==> config.mk <==
export PLATFORM = sky130hd
export DESIGN_NAME = cp0_regfile_v2_flat
export DESIGN_NICKNAME = d
export VERILOG_FILES = /design/src/rtl/cp0_regfile_v2_if.sv /design/src/rtl/cp0_regfile_v2.sv /design/src/flat_wrapper.sv
export SDC_FILE = /design/constraint.sdc
export NUM_CORES = 1
export LEC_CHECK = 0
export ABC_AREA = 1
export CAP_MARGIN = 20
export CORE_ASPECT_RATIO = 0.9
export CORE_MARGIN = 5
export CORE_UTILIZATION = 30
export CTS_CLUSTER_DIAMETER = 120
export DETAILED_ROUTE_END_ITERATION = 8
export PLACE_DENSITY = 0.6
export SLEW_MARGIN = 30
export SYNTH_ARGS = -nofsm -noshare
export SYNTH_HDL_FRONTEND = slang
export SYNTH_SLANG_ARGS = --single-unit
==> constraint.sdc <==
create_clock -name clk -period 14.2 [get_ports clk]
set_clock_uncertainty 0.1 [all_clocks]
set_input_delay 2.84 -clock clk [delete_from_list [all_inputs] [get_ports clk]]
set_output_delay 2.84 -clock clk [all_outputs]
set_load 0.02 [all_outputs]
==> src/rtl/cp0_regfile_v2_if.sv <==
// Pipeline <-> CP0 register file connection: MFC0/MTC0, WB exception/ERET commit,
// external interrupt levels, and the EPC/EXL/interrupt-request returns.
interface cp0_regfile_v2_if #(
   parameter int unsigned NUM_HW_INT = 6
);
   logic                  mtc0_wen;
   logic [4:0]            mtc0_addr;
   logic [31:0]           mtc0_wdata;
   logic [4:0]            mfc0_addr;
   logic [31:0]           mfc0_rdata;
   logic                  exc_valid;
   logic [4:0]            exc_code;
   logic [31:0]           exc_pc;
   logic                  exc_bd;
   logic [31:0]           exc_badvaddr;
   logic                  exc_badvaddr_valid;
   logic                  eret;
   logic [NUM_HW_INT-1:0] hw_int;
   logic [31:0]           epc_out;
   logic                  status_exl;
   logic                  int_req;

   modport master (
      output mtc0_wen, mtc0_addr, mtc0_wdata, mfc0_addr,
      output exc_valid, exc_code, exc_pc, exc_bd, exc_badvaddr, exc_badvaddr_valid,
      output eret, hw_int,
      input  mfc0_rdata, epc_out, status_exl, int_req
   );

   modport slave (
      input  mtc0_wen, mtc0_addr, mtc0_wdata, mfc0_addr,
      input  exc_valid, exc_code, exc_pc, exc_bd, exc_badvaddr, exc_badvaddr_valid,
      input  eret, hw_int,
      output mfc0_rdata, epc_out, status_exl, int_req
   );
endinterface

==> src/rtl/cp0_regfile_v2.sv <==
// CP0 system-control register file: BadVAddr/Count/Compare/Status/Cause/EPC,
// prescaled Count with sticky timer interrupt, synchronised HW interrupts,
// BD-corrected EPC held across nested exceptions.
module cp0_regfile_v2 #(
   parameter int unsigned NUM_HW_INT  = 6,
   parameter int unsigned COUNT_DIV   = 2,
   parameter int unsigned SYNC_STAGES = 2
) (
   input  logic            clk,
   input  logic            rst,
   cp0_regfile_v2_if.slave bus
);
   localparam int unsigned PRESC_W = (COUNT_DIV > 1) ? $clog2(COUNT_DIV) : 1;
   localparam int unsigned SYNC_W  = SYNC_STAGES * NUM_HW_INT;
   localparam logic [PRESC_W-1:0] PRESC_MAX = PRESC_W'(COUNT_DIV - 1);

   localparam logic [4:0] A_BADVADDR = 5'd8;
   localparam logic [4:0] A_COUNT    = 5'd9;
   localparam logic [4:0] A_COMPARE  = 5'd11;
   localparam logic [4:0] A_STATUS   = 5'd12;
   localparam logic [4:0] A_CAUSE    = 5'd13;
   localparam logic [4:0] A_EPC      = 5'd14;

   logic [31:0]           badvaddr_q, badvaddr_d;
   logic [31:0]           count_q, count_d;
   logic [31:0]           compare_q, compare_d;
   logic [31:0]           epc_q, epc_d;
   logic [7:0]            im_q, im_d;
   logic                  exl_q, exl_d;
   logic                  ie_q, ie_d;
   logic                  bd_q, bd_d;
   logic                  ti_q, ti_d;
   logic [1:0]            ip_sw_q, ip_sw_d;
   logic [4:0]            exccode_q, exccode_d;
   logic [NUM_HW_INT-1:0] hw_ip_q, hw_ip_d;
   logic [PRESC_W-1:0]    presc_q, presc_d;
   logic [SYNC_W-1:0]     sync_q, sync_d;

   logic        mtc0_acc, wr_count, wr_compare, tick;
   logic [31:0] count_inc;
   logic [5:0]  hw_ext;
   logic [7:0]  ip;

   // Cause.IP view: TI shares IP[15] with the sixth HW line; SW bits below.
   always_comb begin
      hw_ext = 6'(hw_ip_q);
      ip     = {ti_q | hw_ext[5], hw_ext[4:0], ip_sw_q};
   end

   // Next-state: timer path runs every cycle, register updates follow exc > eret > mtc0.
   always_comb begin
      badvaddr_d = badvaddr_q;
      count_d    = count_q;
      compare_d  = compare_q;
      epc_d      = epc_q;
      im_d       = im_q;
      exl_d      = exl_q;
      ie_d       = ie_q;
      bd_d       = bd_q;
      ti_d       = ti_q;
      ip_sw_d    = ip_sw_q;
      exccode_d  = exccode_q;
      presc_d    = presc_q;

      mtc0_acc   = bus.mtc0_wen & ~bus.exc_valid & ~bus.eret;
      wr_count   = mtc0_acc && (bus.mtc0_addr == A_COUNT);
      wr_compare = mtc0_acc && (bus.mtc0_addr == A_COMPARE);
      tick       = (presc_q == PRESC_MAX);
      count_inc  = count_q + 32'd1;

      sync_d  = SYNC_W'({sync_q, bus.hw_int});
      hw_ip_d = sync_q[SYNC_W-1 -: NUM_HW_INT];

      if (wr_count) begin
         count_d = bus.mtc0_wdata;
         presc_d = '0;
      end else if (tick) begin
         count_d = count_inc;
         presc_d = '0;
      end else begin
         presc_d = presc_q + PRESC_W'(1);
      end

      if (wr_compare) begin
         compare_d = bus.mtc0_wdata;
         ti_d      = 1'b0;
      end else if (tick && !wr_count && (count_inc == compare_q)) begin
         ti_d = 1'b1;
      end

      if (bus.exc_valid) begin
         if (!exl_q) begin
            epc_d = bus.exc_bd ? (bus.exc_pc - 32'd4) : bus.exc_pc;
            bd_d  = bus.exc_bd;
         end
         exl_d     = 1'b1;
         exccode_d = bus.exc_code;
         if (bus.exc_badvaddr_valid) begin
            badvaddr_d = bus.exc_badvaddr;
         end
      end else if (bus.eret) begin
         exl_d = 1'b0;
      end else if (bus.mtc0_wen) begin
         case (bus.mtc0_addr)
            A_STATUS: begin
               im_d  = bus.mtc0_wdata[15:8];
               exl_d = bus.mtc0_wdata[1];
               ie_d  = bus.mtc0_wdata[0];
            end
            A_CAUSE: ip_sw_d = bus.mtc0_wdata[9:8];
            A_EPC:   epc_d   = bus.mtc0_wdata;
            default: ;
         endcase
      end
   end

   // State registers; async reset restores architectural reset values.
   always_ff @(posedge clk or posedge rst) begin
      if (rst) begin
         badvaddr_q <= '0;
         count_q    <= '0;
         compare_q  <= '0;
         epc_q      <= '0;
         im_q       <= '0;
         exl_q      <= 1'b0;
         ie_q       <= 1'b0;
         bd_q       <= 1'b0;
         ti_q       <= 1'b0;
         ip_sw_q    <= '0;
         exccode_q  <= '0;
         hw_ip_q    <= '0;
         presc_q    <= '0;
         sync_q     <= '0;
      end else begin
         badvaddr_q <= badvaddr_d;
         count_q    <= count_d;
         compare_q  <= compare_d;
         epc_q      <= epc_d;
         im_q       <= im_d;
         exl_q      <= exl_d;
         ie_q       <= ie_d;
         bd_q       <= bd_d;
         ti_q       <= ti_d;
         ip_sw_q    <= ip_sw_d;
         exccode_q  <= exccode_d;
         hw_ip_q    <= hw_ip_d;
         presc_q    <= presc_d;
         sync_q     <= sync_d;
      end
   end

   // MFC0 read mux from current state, plus the pipeline-facing status outputs.
   always_comb begin
      bus.mfc0_rdata = '0;
      case (bus.mfc0_addr)
         A_BADVADDR: bus.mfc0_rdata = badvaddr_q;
         A_COUNT:    bus.mfc0_rdata = count_q;
         A_COMPARE:  bus.mfc0_rdata = compare_q;
         A_STATUS:   bus.mfc0_rdata = {9'b0, 1'b1, 6'b0, im_q, 6'b0, exl_q, ie_q};
         A_CAUSE:    bus.mfc0_rdata = {bd_q, ti_q, 14'b0, ip, 1'b0, exccode_q, 2'b0};
         A_EPC:      bus.mfc0_rdata = epc_q;
         default:    bus.mfc0_rdata = '0;
      endcase
      bus.epc_out    = epc_q;
      bus.status_exl = exl_q;
      bus.int_req    = ie_q & ~exl_q & (|(ip & im_q));
   end
endmodule
==> src/flat_wrapper.sv <==
// flat-port wrapper written by rule: the top's interface ports become plain ports
module cp0_regfile_v2_flat 
#(
   parameter int unsigned NUM_HW_INT  = 6,
   parameter int unsigned COUNT_DIV   = 2,
   parameter int unsigned SYNC_STAGES = 2
)
  (clk, rst, bus_mtc0_wen, bus_mtc0_addr, bus_mtc0_wdata, bus_mfc0_addr, bus_exc_valid, bus_exc_code, bus_exc_pc, bus_exc_bd, bus_exc_badvaddr, bus_exc_badvaddr_valid, bus_eret, bus_hw_int, bus_mfc0_rdata, bus_epc_out, bus_status_exl, bus_int_req);
  cp0_regfile_v2_if #(.NUM_HW_INT(NUM_HW_INT)) bus_i ();
  input  logic clk;
  input  logic rst;
  input wire logic [$bits(bus_i.mtc0_wen)-1:0] bus_mtc0_wen;
  input wire logic [$bits(bus_i.mtc0_addr)-1:0] bus_mtc0_addr;
  input wire logic [$bits(bus_i.mtc0_wdata)-1:0] bus_mtc0_wdata;
  input wire logic [$bits(bus_i.mfc0_addr)-1:0] bus_mfc0_addr;
  input wire logic [$bits(bus_i.exc_valid)-1:0] bus_exc_valid;
  input wire logic [$bits(bus_i.exc_code)-1:0] bus_exc_code;
  input wire logic [$bits(bus_i.exc_pc)-1:0] bus_exc_pc;
  input wire logic [$bits(bus_i.exc_bd)-1:0] bus_exc_bd;
  input wire logic [$bits(bus_i.exc_badvaddr)-1:0] bus_exc_badvaddr;
  input wire logic [$bits(bus_i.exc_badvaddr_valid)-1:0] bus_exc_badvaddr_valid;
  input wire logic [$bits(bus_i.eret)-1:0] bus_eret;
  input wire logic [$bits(bus_i.hw_int)-1:0] bus_hw_int;
  output wire logic [$bits(bus_i.mfc0_rdata)-1:0] bus_mfc0_rdata;
  output wire logic [$bits(bus_i.epc_out)-1:0] bus_epc_out;
  output wire logic [$bits(bus_i.status_exl)-1:0] bus_status_exl;
  output wire logic [$bits(bus_i.int_req)-1:0] bus_int_req;
  assign bus_i.mtc0_wen = bus_mtc0_wen;
  assign bus_i.mtc0_addr = bus_mtc0_addr;
  assign bus_i.mtc0_wdata = bus_mtc0_wdata;
  assign bus_i.mfc0_addr = bus_mfc0_addr;
  assign bus_i.exc_valid = bus_exc_valid;
  assign bus_i.exc_code = bus_exc_code;
  assign bus_i.exc_pc = bus_exc_pc;
  assign bus_i.exc_bd = bus_exc_bd;
  assign bus_i.exc_badvaddr = bus_exc_badvaddr;
  assign bus_i.exc_badvaddr_valid = bus_exc_badvaddr_valid;
  assign bus_i.eret = bus_eret;
  assign bus_i.hw_int = bus_hw_int;
  assign bus_mfc0_rdata = bus_i.mfc0_rdata;
  assign bus_epc_out = bus_i.epc_out;
  assign bus_status_exl = bus_i.status_exl;
  assign bus_int_req = bus_i.int_req;
  cp0_regfile_v2 #(.NUM_HW_INT(NUM_HW_INT), .COUNT_DIV(COUNT_DIV), .SYNC_STAGES(SYNC_STAGES)) u_core (.clk(clk), .rst(rst), .bus(bus_i));
endmodule
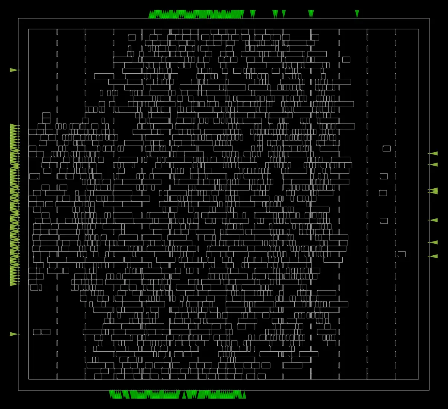
**Above:** run 1 (placement view).
Filler cells: 3321
FP Rows: 63
tally of non-filler cells in the final layout: 1944

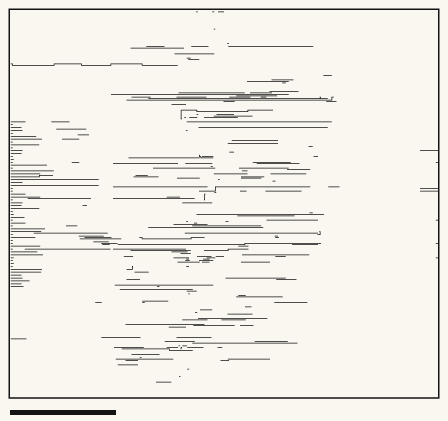
**Above:** run 1 (the metal 3 layer).
Scale bar: 50 um.
nets with wire on the layer: 200
share of all routed wire: 8.5%
main direction: horizontal
longest straight run: 96.4 um

==> qor.csv, run 1 <==
stage,metric,value,unit
critical_path,crit_chain,clkdlybuf4s50_1 > inv_1 > nor2_1 > nand3_1 > clkinv_1 > a221oi_1 > o221ai_1 > clkdlybuf4s50_1,
pwr,power_density,127,nW/um2
grt,gr-usage-all-layers,0.205,
cells_and_area,fin_area,12800,um2
logic_synthesis,postSynthSeqShare,0.421,
placed_design,placedInstanceArea,12200,um2
timing,worst_pin_slew,0.932,ns
cells_and_area,n_antenna_cell,3,
pwr,sw_frac_of_total,0.391,
floorplan,dieHeight,182,um
grt,grt_max_degree,101,
timing,final.setup.tns,0,ns
detailed_routing,wire_per_inst,19.6,um
critical_path,crit_path_start,bus_mfc0_addr[0],
cells_and_area,sh_seq_area,0.325,
critical_path,slowest_stage,clkinv_1,
timing,hold_viol_final,0,
run_status,status,"finished, final reports clean",
placed_design,place.detailed.hpwl,29800,um
clock_tree,cts_setup_buffers,0,
pwr,power_clock,441,uW
logic_synthesis,top_cell_area_share,0.421,
cells_and_area,layout_top_cell,nand2_1,
logic_synthesis,most_common_cell,nand2_1,
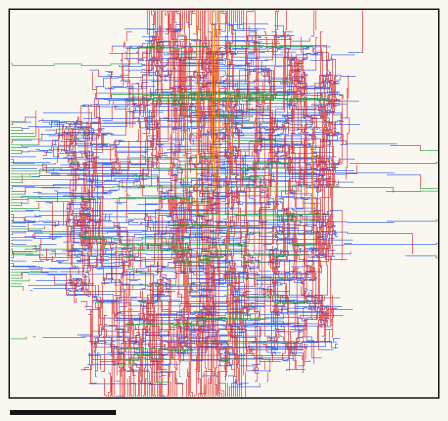
**Above:** run 1 (wiring by layer).
Scale bar: 50 um.
[blue] metal 1 | wire length: 17200 um
[orange] metal 4 | wire length: 852 um
[red] metal 2 | wire length: 16900 um
[green] metal 3 | wire length: 3250 um

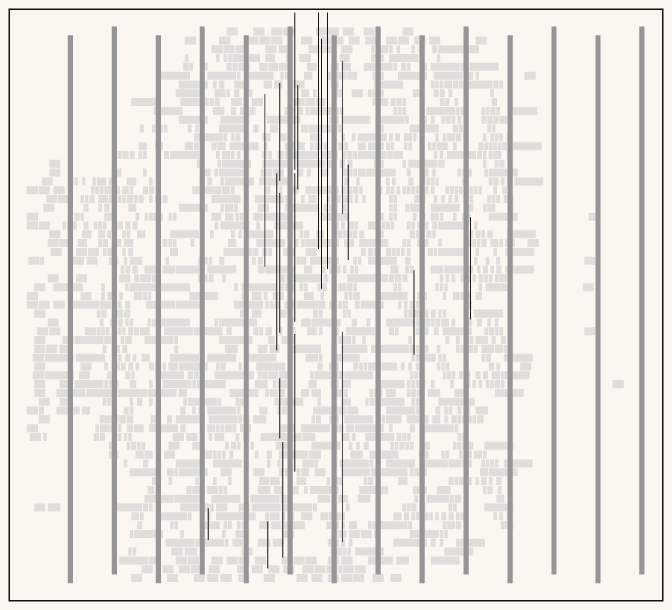
**Above:** run 1 (signal wires on met4).
Supply wires on this layer in grey. Cells faint in the background.
longest straight run: 78.9 um
nets with wire on the layer: 20
share of all routed wire: 2.2%
Via Count: 10100
final wirelength: 38200 um

[run 1: metrics by stage]
stage                     hold WS, ns  std cells  power [uW]  setup WS [ns]
after global placement          0.232       1909        1180           5.29
after global routing            0.257       1943        1720           5.01
final                           0.250       1944        1630           5.19
after floorplan                 0.231       1335         954           6.77
after CTS                       0.251       1941        1620           5.23
after detailed placement        0.235       1909        1180           5.22
[run 1: registers in the layout, indices dropped and copies added, names as in the netlist]
name / cells
u_core.compare_q: 32
u_core.exccode_q: 5
u_core.ti_q: 1
u_core.count_q: 32
u_core.hw_ext: 6
u_core.bus.status_exl: 1
u_core.ie_q: 1
u_core.ip_sw_q: 2
u_core.bd_q: 1
u_core.badvaddr_q: 32
u_core.presc_q: 1
u_core.im_q: 8
u_core.bus.epc_out: 32
u_core.sync_q: 12
**Run 1: drive-strength map**

Scale bar: 50 um.
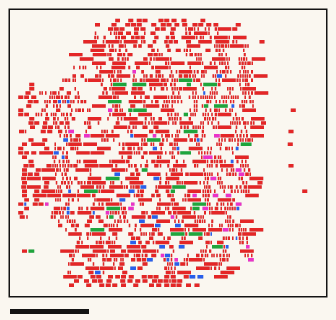

==> run 2: changes to the inputs <==
==> constraint.sdc (replaced) <==
create_clock -name clk -period 8.45 [get_ports clk]
set_clock_uncertainty 0.1 [all_clocks]
set_input_delay 1.69 -clock clk [delete_from_list [all_inputs] [get_ports clk]]
set_output_delay 1.69 -clock clk [all_outputs]
set_load 0.02 [all_outputs]
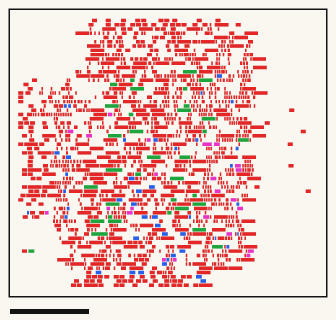
**Above:** run 2 (drive-strength map).
Scale bar: 50 um.
[blue] _2 cells | cells: 43 | most used: mux2_2
[red] _0 and _1 cells | cells: 1420 | most used: nand2_1
[magenta] _3 and _4 cells | cells: 23 | most used: nor2_4
[green] _6 and larger | cells: 34 | most used: clkbuf_16

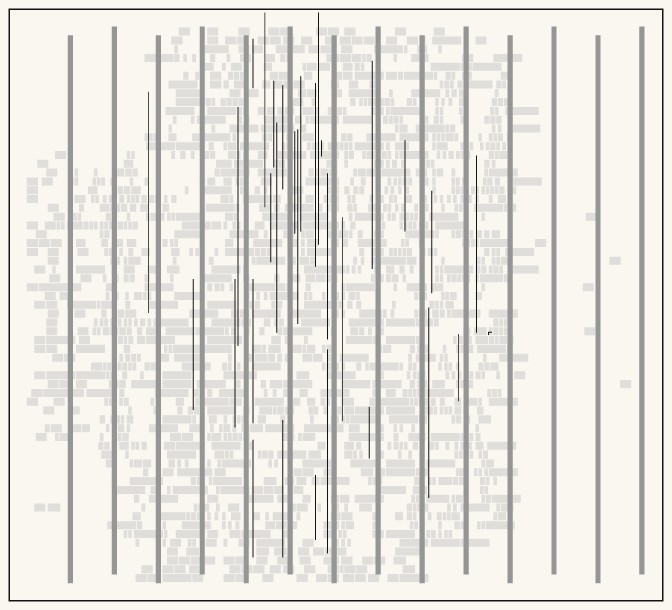
**Above:** run 2 (signal wires on met4).
Supply wires on this layer in grey. Cells faint in the background.
nets with wire on the layer: 27
share of all routed wire: 3.4%
wire length on this layer: 1320 um
main direction: vertical
longest straight run: 73.4 um

==> qor.csv, run 2 <==
stage,metric,value,unit,change
placed_design,post-place-ws,2.00,ns,-3.22 ns
run,maxCapViolCount,0,,
critical_path,slowest_delay,0.86,ns,
critical_path,slowest_stage,inv_1,,
detailed_routing,drt-total-wl,38500,um,+1.0%
timing,whs,0.251,ns,+0.00165 ns
timing,hold_viol_final,0,,unchanged
floorplan,row_count,63,,unchanged
logic_synthesis,most_common_cell,nand2_1,,
critical_path,crit_path_start,bus_mfc0_addr[4],,
logic_synthesis,ys.flop_type,dfrtp_1,,
cells_and_area,layout_top_cell,nand2_1,,
timing,finalCritPeriodShare,0.769,,
cells_and_area,stdcell_count,1944,,unchanged
placed_design,placedInstanceArea,12200,um2,about the same
timing,final.setup.tns,0,ns,unchanged
timing,worst_pin_slew,0.933,ns,+0.00119 ns
logic_synthesis,top_cell_area_share,0.421,,unchanged
cells_and_area,fin_area,12800,um2,+0.51%
detailed_routing,vias,10100,,+0.67%
floorplan,initCoreUtil,0.302,,
timing,timing.final.ws_setup,1.96,ns,-3.23 ns
pwr,finalPower,2820,uW,+73%
clock_tree,cts_setup_buffers,0,,unchanged
logic_synthesis,postSynthSeqShare,0.421,,unchanged
grt,grt_max_degree,101,,unchanged
grt,gr-usage-all-layers,0.205,,-0.000348
critical_path,criticalPathCategory,input port to primary output,,
floorplan,dieHeight,182,um,unchanged
run_status,status,"finished, final reports clean",,
critical_path,r2r_setup_slack,5.86,ns,
placed_design,dpl.cell_count,1910,,+0.052%
critical_path,crit_chain,clkdlybuf4s50_1 > nor2_1 > nand4_1 > inv_1 > a221oi_1 > o221ai_1 > clkdlybuf4s50_1,,
placed_design,place.detailed.hpwl,30100,um,+1.1%
detailed_routing,wire_per_inst,19.8,um,+1.0%
[run 2: cell counts after synthesis]
Identical to the previous run, type by type.
[run 2: report_power, final]
group | switching [uW] | internal (uW) | total [uW]
logic | 539 | 327 | 866
clock network | 367 | 454 | 821
registers | 181 | 948 | 1130
[run 2: metal layers]
metal | track usage | part of all wire
met3 | 0.0474 | 0.083
met5 | 0 | 0
met4 | 0.0765 | 0.034
met1 | 0.285 | 0.45
met2 | 0.311 | 0.44
[run 2: layout make-up]
class | count | area (um2)
well taps | 422 | 528
clock inverters | 14 | 163
multi-input cells | 961 | 4960
fillers | 3329 | 19900
flip-flops and latches | 166 | 4150
repair buffers | 198 | 1960
clock buffers | 18 | 439
inverters | 163 | 619
diodes | 2 | 5.00
Power figures rest on the tool's default switching activity, not on a simulated workload.
